`src/rtl/pipeline_hazard_ctrl.sv`:
```
// pipeline_hazard_ctrl
//   Hazard/sequencing controller for the 5-stage pipeline front end. Each cycle it decides
//   whether PC and IF/ID advance, hold or flush, and whether ID/EX takes a bubble. Sources are
//   load-use hazards, taken branches (multi-cycle squash) and instruction-memory wait.
//   Control outputs are combinational from registered state plus current inputs, so stalls
//   and flushes take effect in the same cycle the hazard is seen.
// Ports
//   clk, rst_n           clock, asynchronous active-low reset
//   id_rs, id_rt         source register fields of the instruction in ID
//   ex_rt, ex_mem_read   destination and load flag of the instruction in EX
//   branch_taken         branch resolved taken in EX this cycle
//   imem_ready           instruction memory returns a valid fetch this cycle
//   pc_write             PC loads its next value
//   ifid_write           IF/ID captures the fetched instruction
//   ifid_flush           IF/ID outputs forced to nop
//   idex_bubble          ID/EX control bits zeroed
//   state                FSM state for debug (RUN=0, FLUSH=1, IMEM_WAIT=2)
//   imem_err             sticky fetch-timeout flag, cleared only by reset
//   stall_cycles         saturating count of cycles with pc_write==0
module pipeline_hazard_ctrl #(
   parameter int unsigned FLUSH_CYCLES = 2,
   parameter int unsigned WAIT_TIMEOUT = 64,
   parameter int unsigned CNT_W        = 16
) (
   input  logic             clk,
   input  logic             rst_n,
   input  logic [4:0]       id_rs,
   input  logic [4:0]       id_rt,
   input  logic [4:0]       ex_rt,
   input  logic             ex_mem_read,
   input  logic             branch_taken,
   input  logic             imem_ready,
   output logic             pc_write,
   output logic             ifid_write,
   output logic             ifid_flush,
   output logic             idex_bubble,
   output logic [1:0]       state,
   output logic             imem_err,
   output logic [CNT_W-1:0] stall_cycles
);

   localparam int unsigned FCNT_W = 4;
   localparam int unsigned WCNT_W = 8;
   localparam bit          FLUSH_MULTI = (FLUSH_CYCLES > 1);

   typedef enum logic [1:0] {
      ST_RUN       = 2'd0,
      ST_FLUSH     = 2'd1,
      ST_IMEM_WAIT = 2'd2
   } state_t;

   state_t              r_state, w_state_nxt;
   logic [FCNT_W-1:0]   r_flush_cnt, w_flush_cnt_nxt;
   logic [WCNT_W-1:0]   r_wait_cnt, w_wait_cnt_nxt, w_wait_inc;
   logic                r_imem_err, w_imem_err_nxt;
   logic [CNT_W-1:0]    r_stall_cycles;
   logic                w_load_use;
   logic                w_pc_write, w_ifid_write, w_ifid_flush, w_idex_bubble;

   assign w_load_use = ex_mem_read && (ex_rt != 5'd0) && ((ex_rt == id_rs) || (ex_rt == id_rt));
   assign w_wait_inc = (r_wait_cnt == {WCNT_W{1'b1}}) ? r_wait_cnt : r_wait_cnt + WCNT_W'(1);

   // State and counter registers
   always_ff @(posedge clk or negedge rst_n) begin
      if (!rst_n) begin
         r_state        <= ST_RUN;
         r_flush_cnt    <= '0;
         r_wait_cnt     <= '0;
         r_imem_err     <= 1'b0;
         r_stall_cycles <= '0;
      end else begin
         r_state     <= w_state_nxt;
         r_flush_cnt <= w_flush_cnt_nxt;
         r_wait_cnt  <= w_wait_cnt_nxt;
         r_imem_err  <= w_imem_err_nxt;
         if (!w_pc_write && (r_stall_cycles != {CNT_W{1'b1}}))
            r_stall_cycles <= r_stall_cycles + CNT_W'(1);
      end
   end

   // Next-state and pipeline control decode
   always_comb begin
      w_state_nxt     = r_state;
      w_flush_cnt_nxt = r_flush_cnt;
      w_wait_cnt_nxt  = r_wait_cnt;
      w_imem_err_nxt  = r_imem_err;
      w_pc_write      = 1'b1;
      w_ifid_write    = 1'b1;
      w_ifid_flush    = 1'b0;
      w_idex_bubble   = 1'b0;

      unique case (r_state)
         ST_RUN: begin
            if (branch_taken) begin
               w_ifid_flush  = 1'b1;
               w_idex_bubble = 1'b1;
               if (FLUSH_MULTI) begin
                  w_state_nxt     = ST_FLUSH;
                  w_flush_cnt_nxt = FCNT_W'(FLUSH_CYCLES - 1);
               end
            end else if (w_load_use) begin
               w_pc_write    = 1'b0;
               w_ifid_write  = 1'b0;
               w_idex_bubble = 1'b1;
            end else if (!imem_ready) begin
               w_pc_write     = 1'b0;
               w_ifid_write   = 1'b0;
               w_ifid_flush   = 1'b1;
               w_state_nxt    = ST_IMEM_WAIT;
               w_wait_cnt_nxt = WCNT_W'(1);
            end
         end

         // Squash window: branch/load-use belong to squashed instructions and are ignored
         ST_FLUSH: begin
            w_ifid_flush  = 1'b1;
            w_idex_bubble = 1'b1;
            if (!imem_ready) begin
               w_pc_write = 1'b0;
            end else begin
               w_flush_cnt_nxt = r_flush_cnt - FCNT_W'(1);
               if (r_flush_cnt <= FCNT_W'(1))
                  w_state_nxt = ST_RUN;
            end
         end

         ST_IMEM_WAIT: begin
            if (branch_taken) begin
               w_ifid_flush   = 1'b1;
               w_idex_bubble  = 1'b1;
               w_wait_cnt_nxt = '0;
               if (FLUSH_MULTI) begin
                  w_state_nxt     = ST_FLUSH;
                  w_flush_cnt_nxt = FCNT_W'(FLUSH_CYCLES - 1);
               end else begin
                  w_state_nxt = ST_RUN;
               end
            end else begin
               w_pc_write    = 1'b0;
               w_ifid_write  = 1'b0;
               w_ifid_flush  = 1'b1;
               w_idex_bubble = w_load_use;
               if (imem_ready) begin
                  w_state_nxt    = ST_RUN;
                  w_wait_cnt_nxt = '0;
               end else begin
                  w_wait_cnt_nxt = w_wait_inc;
                  if (w_wait_inc == WCNT_W'(WAIT_TIMEOUT))
                     w_imem_err_nxt = 1'b1;
               end
            end
         end

         default: begin
            w_state_nxt = ST_RUN;
         end
      endcase

      // Hold the pipeline frozen and squashed while reset is asserted
      if (!rst_n) begin
         w_pc_write    = 1'b0;
         w_ifid_write  = 1'b0;
         w_ifid_flush  = 1'b1;
         w_idex_bubble = 1'b1;
      end
   end

   assign pc_write     = w_pc_write;
   assign ifid_write   = w_ifid_write;
   assign ifid_flush   = w_ifid_flush;
   assign idex_bubble  = w_idex_bubble;
   assign state        = r_state;
   assign imem_err     = r_imem_err;
   assign stall_cycles = r_stall_cycles;

endmodule

```
`config.mk`:
```
export PLATFORM = sky130hd
export DESIGN_NAME = pipeline_hazard_ctrl
export DESIGN_NICKNAME = d
export VERILOG_FILES = /design/src/rtl/pipeline_hazard_ctrl.sv
export SDC_FILE = /design/constraint.sdc
export NUM_CORES = 1
export LEC_CHECK = 0
export CAP_MARGIN = 0
export CORE_UTILIZATION = 35
export DETAILED_ROUTE_END_ITERATION = 10
export PLACE_DENSITY = 0.67
export SYNTH_ARGS = -nofsm -noshare
export SYNTH_HDL_FRONTEND = slang
export SYNTH_SLANG_ARGS = --single-unit
```
`constraint.sdc`:
```
create_clock -name clk -period 6.8 [get_ports clk]
set_clock_uncertainty 0.2 [all_clocks]
set_input_delay 1.02 -clock clk [delete_from_list [all_inputs] [get_ports clk]]
set_output_delay 1.02 -clock clk [all_outputs]
set_load 0.02 [all_outputs]
```
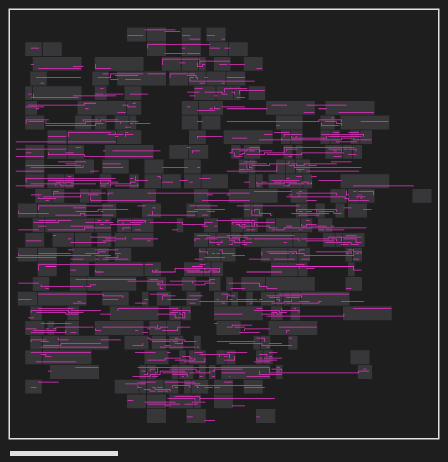
met1.png
The bar under the picture is 20 um long.
The layer carries 2110 um of wire. The longest straight run is 24.4 um.

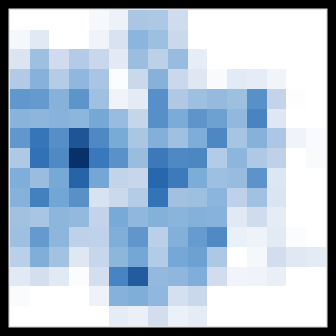
wire_density.png
16 x 16 tiles, from white (low) to dark blue (high), scaled to the fullest tile. Values are wire area over tile area, all layers added.
The fullest tile reaches 0.43. The mean over all tiles is 0.12. 17% of the tiles are over half the peak. The emptiest ninth of the die: bottom right. The densest ninth of the die: left middle. 25% of the tiles are nearly empty.

==> qor.tcl <==
set qor(fraction_of_synthesized_cell_area_taken_by_the_top_area_cell_type) 0.371
set qor(synth-edff-count) 0
set qor(combAreaFraction) 0.463
set qor(critical_path.endpoint_type) {output port}
set qor(placed_cell_area_mm2) 0.00254
set qor(floorplan.nets) 250
set qor(cts-buffers-inserted) 5
set qor(synth_xor_xnor_area_share) 0.113
set qor(finalPower_w) 0.000815
set qor(placementRows) 27
set qor(n_all_inverters) 8
set qor(worstHoldPathCells) 1
set qor(n_clock_buffer) 6
set qor(r2r-start) {state[0]$_DFFE_PN0P_}
set qor(seqPwrFrac) 0.348
set qor(reg2reg_setup_slack_ns) 4.03
set qor(die_y_um) 79.3
set qor(remaining_drc_errors) 0
set qor(detail_route.wirelength_um) 4710
set qor(status) {completed}
set qor(drt_first_pass_iters) 4
set qor(report.final.slew_viol_count) 0
set qor(postSynthRegisterBits) 31
set qor(top_power_group) {combinational cells}
set qor(timing.critical_path.required_ns) 5.58
set qor(yosys.stat.chipArea_mm2) 0.00209
set qor(netlist.top_cell.by_area) {sky130_fd_sc_hd__dfrtp_1}
set qor(ff_to_ff_path_depth) 7
set qor(wire_per_inst_um) 14.1
set qor(die_area_mm2) 0.00629
set qor(grt_first_pass_wirelength_um) 8360
set qor(final_cell_mix) {42 x sky130_fd_sc_hd__clkdlybuf4s50_1, 31 x sky130_fd_sc_hd__dfrtp_1, 16 x sky130_fd_sc_hd__o21ai_0}
set qor(design_area_mm2) 0.00263
set qor(buffer_area_frac) 0.163
set qor(nNetsFinal) 289
set qor(areaGrowthSynthToFinish_pct) 25.5
set qor(synthAdderAreaFrac) 0.0478
set qor(crit_start) {ex_rt[0]}
set qor(power_per_cell_area_mw_per_mm2) 310
set qor(power.clock.total_w) 0.000147
set qor(path_delay_family) {buffers and inverters}
set qor(worstSkewPairLatency_ns) 0.28
set qor(common_cells) {31 x sky130_fd_sc_hd__dfrtp_1, 16 x sky130_fd_sc_hd__o21ai_0, 14 x sky130_fd_sc_hd__nand2_1, 14 x sky130_fd_sc_hd__nor2_1, 14 x sky130_fd_sc_hd__xnor2_1}
set qor(grtUsageMet3) 0.0655
set qor(seq_area_frac_synth) 0.371
set qor(placement.io_buffers) 42
set qor(grtUsageMet1) 0.213
set qor(globalRoute.totalOverflow) 0
